Figure 1. The metal 1 layer (run 1).
(2 px per um) Supply wires on this layer in gray.
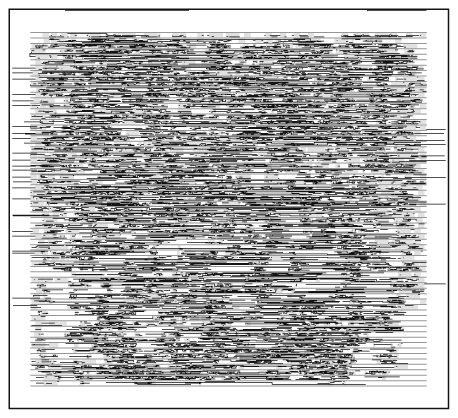
Figure 2. Placement view (run 1).
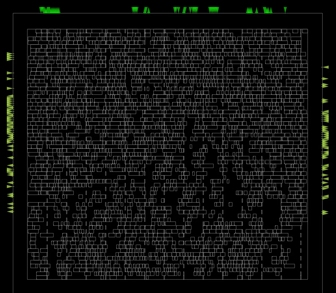
Figure 3. Cell area per tile (run 1).
(1.5 px per um) 22 x 20 tiles, from dark blue (low) to red (high), 0 to 100% covered.
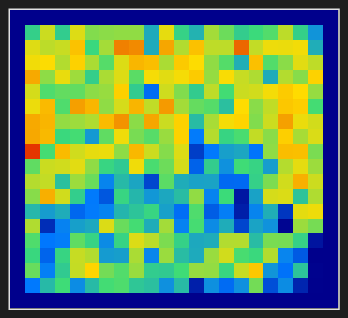
Figure 4. Cell classes on the final placement (run 1).
(1.5 px per um)
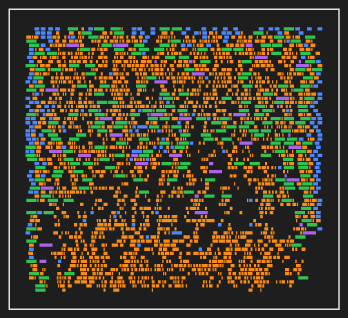
### src/rtl/mdu_seq.sv
// Iterative multiply/divide sequencer owning the architectural HI/LO registers.
// 32-step shift-add multiply or restoring divide over one shared 64-bit adder.
module mdu_seq #(
    parameter int ITER = 32
) (
    input  logic        clk,
    input  logic        resetn,
    input  logic        start,
    input  logic [2:0]  op,
    input  logic [31:0] a,
    input  logic [31:0] b,
    input  logic        cancel,
    output logic        busy,
    output logic        done,
    output logic [31:0] hi,
    output logic [31:0] lo
);

    typedef enum logic [1:0] {IDLE, RUN, DONE} state_t;

    state_t      state_reg, state_next;
    logic [31:0] hi_reg, lo_reg;
    logic [31:0] acc_hi_reg, acc_lo_reg;
    logic [31:0] opnd_reg;
    logic [31:0] a_raw_reg;
    logic [4:0]  count_reg;
    logic        is_div_reg, neg_res_reg, neg_rem_reg, div_zero_reg;

    logic        accept, commit, last_iter;
    logic        signed_op, a_neg, b_neg;
    logic [31:0] abs_a, abs_b;
    logic [32:0] div_shift;
    logic [63:0] add_x, add_y, sum;
    logic        add_cin, div_fits;
    logic [31:0] hi_step, lo_step, hi_fix, lo_fix;
    logic [63:0] prod, prod_neg;

    assign busy = (state_reg != IDLE);
    assign done = (state_reg == DONE);
    assign hi   = hi_reg;
    assign lo   = lo_reg;

    // Arithmetic ops are op=0xx; op[0] selects unsigned, op[1] selects divide.
    assign accept    = (state_reg == IDLE) && start && !cancel && !op[2];
    assign commit    = (state_reg == DONE) && !cancel;
    assign last_iter = (count_reg == 5'(ITER - 1));
    assign signed_op = !op[0];
    assign a_neg     = signed_op && a[31];
    assign b_neg     = signed_op && b[31];
    assign abs_a     = a_neg ? (32'd0 - a) : a;
    assign abs_b     = b_neg ? (32'd0 - b) : b;

    // Shared adder: accumulate for multiply, trial subtract for divide.
    assign div_shift = {acc_hi_reg, acc_lo_reg[31]};
    assign add_x     = is_div_reg ? {31'd0, div_shift} : {32'd0, acc_hi_reg};
    assign add_y     = is_div_reg ? ~{32'd0, opnd_reg}
                                  : (acc_lo_reg[0] ? {32'd0, opnd_reg} : 64'd0);
    assign add_cin   = is_div_reg;
    assign sum       = add_x + add_y + {63'd0, add_cin};
    // A non-negative trial difference is below 2^33, so its upper bits are all zero.
    assign div_fits  = ~|sum[63:33];

    always_comb begin
        hi_step = acc_hi_reg;
        lo_step = acc_lo_reg;
        if (is_div_reg) begin
            if (div_fits) begin
                hi_step = sum[31:0];
                lo_step = {acc_lo_reg[30:0], 1'b1};
            end else begin
                hi_step = div_shift[31:0];
                lo_step = {acc_lo_reg[30:0], 1'b0};
            end
        end else begin
            hi_step = sum[32:1];
            lo_step = {sum[0], acc_lo_reg[31:1]};
        end
    end

    assign prod     = {hi_step, lo_step};
    assign prod_neg = 64'd0 - prod;

    always_comb begin
        hi_fix = hi_step;
        lo_fix = lo_step;
        if (is_div_reg) begin
            if (div_zero_reg) begin
                hi_fix = a_raw_reg;
                lo_fix = 32'hFFFF_FFFF;
            end else begin
                hi_fix = neg_rem_reg ? (32'd0 - hi_step) : hi_step;
                lo_fix = neg_res_reg ? (32'd0 - lo_step) : lo_step;
            end
        end else if (neg_res_reg) begin
            hi_fix = prod_neg[63:32];
            lo_fix = prod_neg[31:0];
        end
    end

    always_comb begin
        state_next = state_reg;
        case (state_reg)
            IDLE:    if (accept) state_next = RUN;
            RUN: begin
                if (cancel)         state_next = IDLE;
                else if (last_iter) state_next = DONE;
            end
            DONE:    state_next = IDLE;
            default: state_next = IDLE;
        endcase
    end

    always_ff @(posedge clk) begin
        if (!resetn) state_reg <= IDLE;
        else         state_reg <= state_next;
    end

    always_ff @(posedge clk) begin
        if (!resetn) begin
            hi_reg       <= '0;
            lo_reg       <= '0;
            acc_hi_reg   <= '0;
            acc_lo_reg   <= '0;
            opnd_reg     <= '0;
            a_raw_reg    <= '0;
            count_reg    <= '0;
            is_div_reg   <= 1'b0;
            neg_res_reg  <= 1'b0;
            neg_rem_reg  <= 1'b0;
            div_zero_reg <= 1'b0;
        end else begin
            if (state_reg == IDLE && start && !cancel) begin
                if (op == 3'b100) hi_reg <= a;
                if (op == 3'b101) lo_reg <= a;
            end
            if (commit) begin
                hi_reg <= acc_hi_reg;
                lo_reg <= acc_lo_reg;
            end
            if (accept) begin
                is_div_reg   <= op[1];
                neg_res_reg  <= a_neg ^ b_neg;
                neg_rem_reg  <= op[1] && a_neg;
                div_zero_reg <= op[1] && (b == 32'd0);
                a_raw_reg    <= a;
                acc_hi_reg   <= '0;
                count_reg    <= '0;
                // Divide: dividend shifts out of LO; multiply: multiplier does.
                if (op[1]) begin
                    acc_lo_reg <= abs_a;
                    opnd_reg   <= abs_b;
                end else begin
                    acc_lo_reg <= abs_b;
                    opnd_reg   <= abs_a;
                end
            end
            if (state_reg == RUN) begin
                count_reg <= count_reg + 5'd1;
                if (last_iter) begin
                    acc_hi_reg <= hi_fix;
                    acc_lo_reg <= lo_fix;
                end else begin
                    acc_hi_reg <= hi_step;
                    acc_lo_reg <= lo_step;
                end
            end
        end
    end

endmodule

### config.mk
export PLATFORM = sky130hd
export DESIGN_NAME = mdu_seq
export DESIGN_NICKNAME = d
export VERILOG_FILES = /design/src/rtl/mdu_seq.sv
export SDC_FILE = /design/constraint.sdc
export NUM_CORES = 1
export LEC_CHECK = 0
export CAP_MARGIN = 20
export CORE_ASPECT_RATIO = 0.9
export CORE_MARGIN = 10
export CORE_UTILIZATION = 49
export DETAILED_ROUTE_END_ITERATION = 12
export PLACE_DENSITY = 0.72
export SLEW_MARGIN = 30
export SYNTH_ARGS = -nofsm -noshare
export SYNTH_HDL_FRONTEND = slang
export SYNTH_SLANG_ARGS = --single-unit
### constraint.sdc
create_clock -name clk -period 6.7 [get_ports clk]
set_input_delay 1.005 -clock clk [delete_from_list [all_inputs] [get_ports clk]]
set_output_delay 1.005 -clock clk [all_outputs]
set_load 0.05 [all_outputs]
==> flow_summary.ini, run 1 <==
; flow metrics
[run_status]
status = complete, no violations

[worst_setup_path]
worst_path_largest_cell_delay_ns = 0.67
critPathMostFrequentCell = a21o_1
cp_top_family = AND-OR/OR-AND gates
cp-endpoint = acc_hi_reg[24]
critical-path-slowest-cell = a21oi_2
critPathBufInv = 2
r2r_start = add_cin
r2r_end = acc_hi_reg[24]
crit_path_max_fanout = 106
reg2reg_depth = 16
critPathLaunchType = flip-flop
crit_cells = 16
path_cells = buf_12, mux2_2, ha_1, a21o_1, a311o_1, a211oi_2, nor3b_2, or2_4, a21oi_2, buf_4, a21o_1, a2111oi_2, nand3_1, nor2_1, or4_1, a32o_1
worstPathRequired_ns = 7.14
worstPathArrival_ns = 6.43
end_kind = flip-flop
timing_worst_setup_path_type = reg -> reg
rrSetupSlack_ns = 0.72
crit_start = add_cin

[logic_synthesis]
yosys_warnings = 0
xor_area_frac = 0.0653
top_cells_by_count = 389 x nand2_1, 203 x dfxtp_1, 182 x o21ai_0, 164 x a21oi_1, 158 x nor2_1
yosys.area_share.aoi = 0.314
yosys_area_sq_um = 17400
synth.most_common_cell = nand2_1
fa_ha_area_frac = 0.0289
ys_cells = 2380
avgSynthCellArea_sq_um = 7.32
synthTopCellsByArea = dfxtp_1 23%, nand2_1 8.4%, mux2i_1 6.0%
synth_flops = 203
ys_seq_share = 0.233
syn_nets = 2490
top_area_frac = 0.233
edf_count = 0
ys_sh_simple = 0.225
synth.distinct_cells = 100
yosysTopAreaCell = dfxtp_1
mux_share = 0.0823
logic_family = AND-OR/OR-AND gates
async_flop_share = 0
postSynthCellCount = 2380
syn-cell-area_sq_um = 17400
ff_type = dfxtp_1

[sta]
finalClockPeriodUsage = 0.893
final_hold_viol_count = 0
period_needed_ns = 5.98
finalSetupViolations = 0
worst_slack_ns = 0.718
skew_ns = 0.0211
setup_tns_ns = 0
clock.fmax_mhz = 167
rsz0062_at_grt = false
tightest_slew_ns = 1.00
slew_viol_final = 0
slew_headroom = 0.331

[run]
warnings = 29
maxCapViolCount = 0

[pwr]
p_leak_nw = 8.01
power_switching_w = 0.00112
intPower_w = 0.00222
p_clk_frac = 0.387
irDropWorstVdd_v = 0.000165
p_comb_frac = 0.230
power_density_nw_per_um2 = 169
seqPwrFrac = 0.383
swShare = 0.336

[global_routing]
antenna_found_initial = 1
grt-ovfl-total = 0
grt_pass1_vias = 17600
grt_usage = 0.326
grt_max_degree = 107
grt_pass1_wl_um = 111000

[detailed_routing]
post_drt_wl_per_cell_um = 25.6
drt_iter0_drc = 2111
drc = 0
dr.pass1.iters = 6
avgViaCountPerCell = 6.54
ant_nets = 0

[worst_hold_path]
min_path_cells = 2
min_from = a_raw_reg[12]
hold-path-endpoint = a_raw_reg[12]
hold_path_class = reg -> reg

[clocking]
path_clk_slew_ns = 0.07
cts_buffers = 25
ctsHoldBuffers = 0
cts_setup_buffers = 0
cts_resized = 0
clk_latency_ns = 0.56
cts_max_level = 1
clk_path_buf_depth = 3
cts_tree = built
clockRootBuffer = clkbuf_16
cts.sinks = 203

[die]
die_area_sq_um = 43500
die_y_um = 199
initCoreUtil = 0.497
core_area_sq_um = 35100
pin_count = 137
dieWidth_um = 219

[placed_design]
hpwl_um = 55300
pre_cts_ws_ns = 0.911
gp_congestion = 0.990
placed_cell_area_sq_um = 19000
portBuffers = 136

[layout]
n_antenna_cell = 0
drive_gt1_frac = 0.0708
area_growth_syn_to_layout_pct = 13.5
final_area_sq_um = 19800
final_nets = 2509
-- Figure 1 (at the start) --
The layer carries 30.8 mm of wire. 2331 nets have wire on it. The layer holds 42% of the routed length.
Vias: 18.9k
met1 Usage GRT: 0.434
routed wire length: 73800 um

-- Figure 2 (at the start) --
num tapcells: 469
Finished Layout Cells: 2883
row count: 65
fill cell count: 3374
Util after Layout: 0.565

-- Figure 3 (at the start) --
The fullest tile reaches 94%. The emptiest ninth of the die: south-east. The mean over all tiles is 44%. 10% of the tiles are over 75% full. 19% of the tiles are nearly empty.

-- Figure 4 (at the start) --
Green marks sequential cells, cells 203, share of their area 21%. Blue marks remaining buffers and delay cells, cells 184, share of their area 9.1%. Purple marks clock drivers and dummy loads, cells 42, share of their area 3.9%. Orange marks combinational and other logic, cells 1985, share of their area 66%.

==> run 1: placed cells by master, fill, tap and decap left out, types with 46 or more instances in the layout <==
cell / instances
buf_4: 46
xor2_1: 55
nor3_1: 71
a21oi_1: 164
xnor2_1: 75
mux2i_1: 104
o211a_1: 70
clkdlybuf4s50_1: 134
o21ai_0: 182
nor2_1: 155
nand2_1: 389
a21boi_0: 78
dfxtp_1: 202
==> run 1: worst min-delay path, delay by kind of cell (launching register included) <==
kind / cells / cell delay [ns]
DFF: 1 / 0.30
AOI/OAI and AO/OA: 1 / 0.06
and+or+nand+nor: 1 / 0.05
==> run 1: layer usage <==
layer	vias to the layer above	part of all wire	GRT usage
met3	157	0.097	0.0606
met1	8953	0.42	0.434
met4	0	0.050	0.150
met2	1038	0.43	0.502
met5	-	0	0
li1	8714	-	-
==> run 1: power by group through the flow <==
stage | registers [W] | logic (W) | clock network, W
after CTS | 0.00128 | 0.000747 | 0.00130
after global routing | 0.00128 | 0.000818 | 0.00134
after detailed placement | 0.00130 | 0.000743 | 0
after global placement | 0.00130 | 0.000742 | 0
final | 0.00128 | 0.000768 | 0.00129
after floorplan | 0.00130 | 0.000459 | 0
==> run 1: per-stage QoR <==
step                      power [W]  utilization  hold slack [ns]  std cells
after floorplan             0.00176            -            0.424       2380
after global placement      0.00205        0.543            0.450       2841
after detailed placement    0.00205        0.543            0.457       2841
after CTS                   0.00333        0.565            0.465       2883
after global routing        0.00344        0.565            0.490       2883
final                       0.00334        0.565            0.465       2883
==> run 1: final cells by class <==
type                       count  area (sq um)  share of cell area
clock buffer                  34           689              0.0348
clock inverter                 8          56.3             0.00285
inverter                      30           113             0.00569
multi-input combinational   1955         12500               0.633
sequential                   203          4070               0.206
tap                          469           587              0.0297
timing repair buffer         184          1750              0.0885
Figure 5. Wires at chosen ports, followed through buffers (run 1).
(1 px per um)
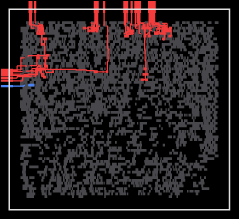

==> run 2: changes to the inputs <==
--- a/config.mk
+++ b/config.mk
@@ -9,6 +9,7 @@
 export CORE_ASPECT_RATIO = 0.9
 export CORE_MARGIN = 10
 export CORE_UTILIZATION = 49
+export CTS_BUF_LIST = sky130_fd_sc_hd__clkbuf_16
 export DETAILED_ROUTE_END_ITERATION = 12
 export PLACE_DENSITY = 0.72
 export SLEW_MARGIN = 30
Figure 6. Wires at chosen ports, followed through buffers (run 2).
(1 px per um)
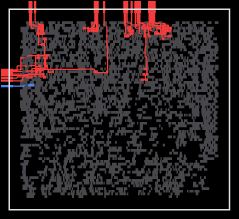
Blue marks start, direction input, edge west, end cells 2, buffers 1, wire 18.9 um. Red marks b, direction input, edge 25 north, 7 west, end cells 71, buffers 32, wire 1350 um.

==> run 2 against run 1 <==
Die size unchanged; synthesized cell count stayed put; clock-buffer cell count is 9 lower; global-route usage about the same; area after synthesis stayed put.
==> flow_summary.ini, run 2 <==
; flow metrics
[die]
row_count = 65
die_area_sq_um = 43500
pin_count = 137
core_area_sq_um = 35100
die_y_um = 199
initCoreUtil = 0.497

[logic_synthesis]
ff_type = dfxtp_1
synth_flops = 203
syn_nets = 2490
synth.most_common_cell = nand2_1
synthTopCellsByArea = dfxtp_1 23%, nand2_1 8.4%, mux2i_1 6.0%
top_area_frac = 0.233
ys_cells = 2380
yosys_area_sq_um = 17400
avgSynthCellArea_sq_um = 7.32
postSynthCellCount = 2380
syn-cell-area_sq_um = 17400

[global_routing]
grt_usage = 0.327
grt_max_degree = 107
grt-ovfl-total = 0
grt_pass1_wl_um = 111000
antenna_found_initial = 1

[worst_setup_path]
worst_path_largest_cell_delay_ns = 0.68
crit_path_max_fanout = 106
path_cells = buf_12, mux2_2, ha_1, a21o_1, a311o_1, a211oi_2, nor3b_2, or2_4, a21oi_2, buf_4, a21o_1, a2111oi_2, nand3_1, nor2_1, or4_1, a32o_1
timing_worst_setup_path_type = reg -> reg
cp_top_family = AND-OR/OR-AND gates
worstPathArrival_ns = 6.41
worstPathRequired_ns = 7.14
critical-path-slowest-cell = a21oi_2

[detailed_routing]
route.met3.wl_um = 7260
post_drt_wl_per_cell_um = 25.7
drt_iter0_drc = 2166
avgViaCountPerCell = 6.58
route.met2.wl_um = 32200
dr.pass1.iters = 5
ant_nets = 0
wl_met1_um = 30800
highest_layer = met4

[clocking]
cts_resized = 0
cts_buffers = 25
ctsHoldBuffers = 0
clockRootBuffer = clkbuf_16
cts_setup_buffers = 0
clk_latency_ns = 0.56
cts_max_level = 1
cts.sinks = 203

[layout]
area_growth_syn_to_layout_pct = 13.4
layout.cells.most_common = nand2_1
final_util = 0.564
n_antenna_cell = 0
final_nets = 2510
drive_gt1_frac = 0.0700

[sta]
holdWs_ns = 0.462
clock.fmax_mhz = 167
slew_headroom = 0.341
period_needed_ns = 5.97
final_hold_viol_count = 0
tightest_slew_ns = 0.988
finalClockPeriodUsage = 0.891
setup_tns_ns = 0
skew_ns = 0.0268
finalSetupViolations = 0

[placed_design]
gp_congestion = 0.990
portBuffers = 136
hpwl_um = 55300

[pwr]
irDropWorstVdd_v = 0.000165
p_leak_nw = 8.02

[run]
maxCapViolCount = 0
warnings = 29

[run_status]
status = complete, no violations
Figure 7. The metal 1 layer (run 2).
(2 px per um) Supply wires on this layer in gray.
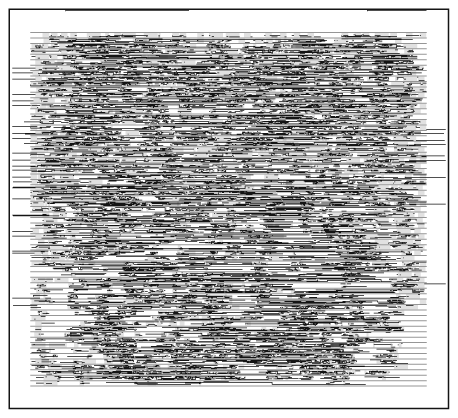
The layer holds 42% of the routed length. The layer carries 30.8 mm of wire. The longest straight run is 83.0 um. 2333 nets have wire on it.
Vias: 19.0k
routed wire length: 74000 um
met1 Usage GRT: 0.436

[run 2: cell counts after synthesis]
Identical to the previous run, type by type.
[run 2: cell families after synthesis]
kind of cell / count (synthesis) / share of synthesized area
AND-OR/OR-AND: 807 / 0.314
XOR/XNOR: 130 / 0.0653
adder cells (fa/ha/maj): 39 / 0.0289
buffers and inverters: 222 / 0.0510
flip-flops: 203 / 0.233
multiplexers: 139 / 0.0823
AND/OR/NAND/NOR: 840 / 0.225
[run 2: final cells by class]
class,count,area [sq um]
tap,469,587
clock buffer,25,626
clock inverter,17,90.1
timing repair buffer,185,1770
inverter,30,113
sequential,203,4070
multi-input combinational,1955,12500
fill,3381,15300
[run 2: metal layers]
layer,vias up,GRT usage
met5,-,0
met1,9062,0.436
met3,158,0.0595
met2,1060,0.503
li1,8711,-
met4,0,0.146
[run 2: final timing paths]
path | startpoint | slack (ns) | cells past startpoint | to
worst max register to register | add_cin | 0.73 | 16 | acc_hi_reg[24]
worst min-delay path | a_raw_reg[12] | 0.46 | 2 | a_raw_reg[12]
worst min register to register | a_raw_reg[12] | 0.46 | 2 | a_raw_reg[12]
worst max-delay path | add_cin | 0.73 | 16 | acc_hi_reg[24]
[run 2: power by group]
part,total (W),switching (W),internal [W]
sequential,0.00128,0.0000438,0.00124
clock,0.00125,0.000575,0.000676
combinational,0.000768,0.000506,0.000262
[run 2: through the flow]
step	std cells	instance area (sq um)	setup WS [ns]
floorplan	2380	17400	0.0739
global placement	2841	19000	0.918
detailed placement	2841	19000	0.911
CTS	2883	19800	0.901
global route	2884	19800	0.277
finish	2884	19800	0.728
No activity file was given, so power comes from the tool's default toggle rates.
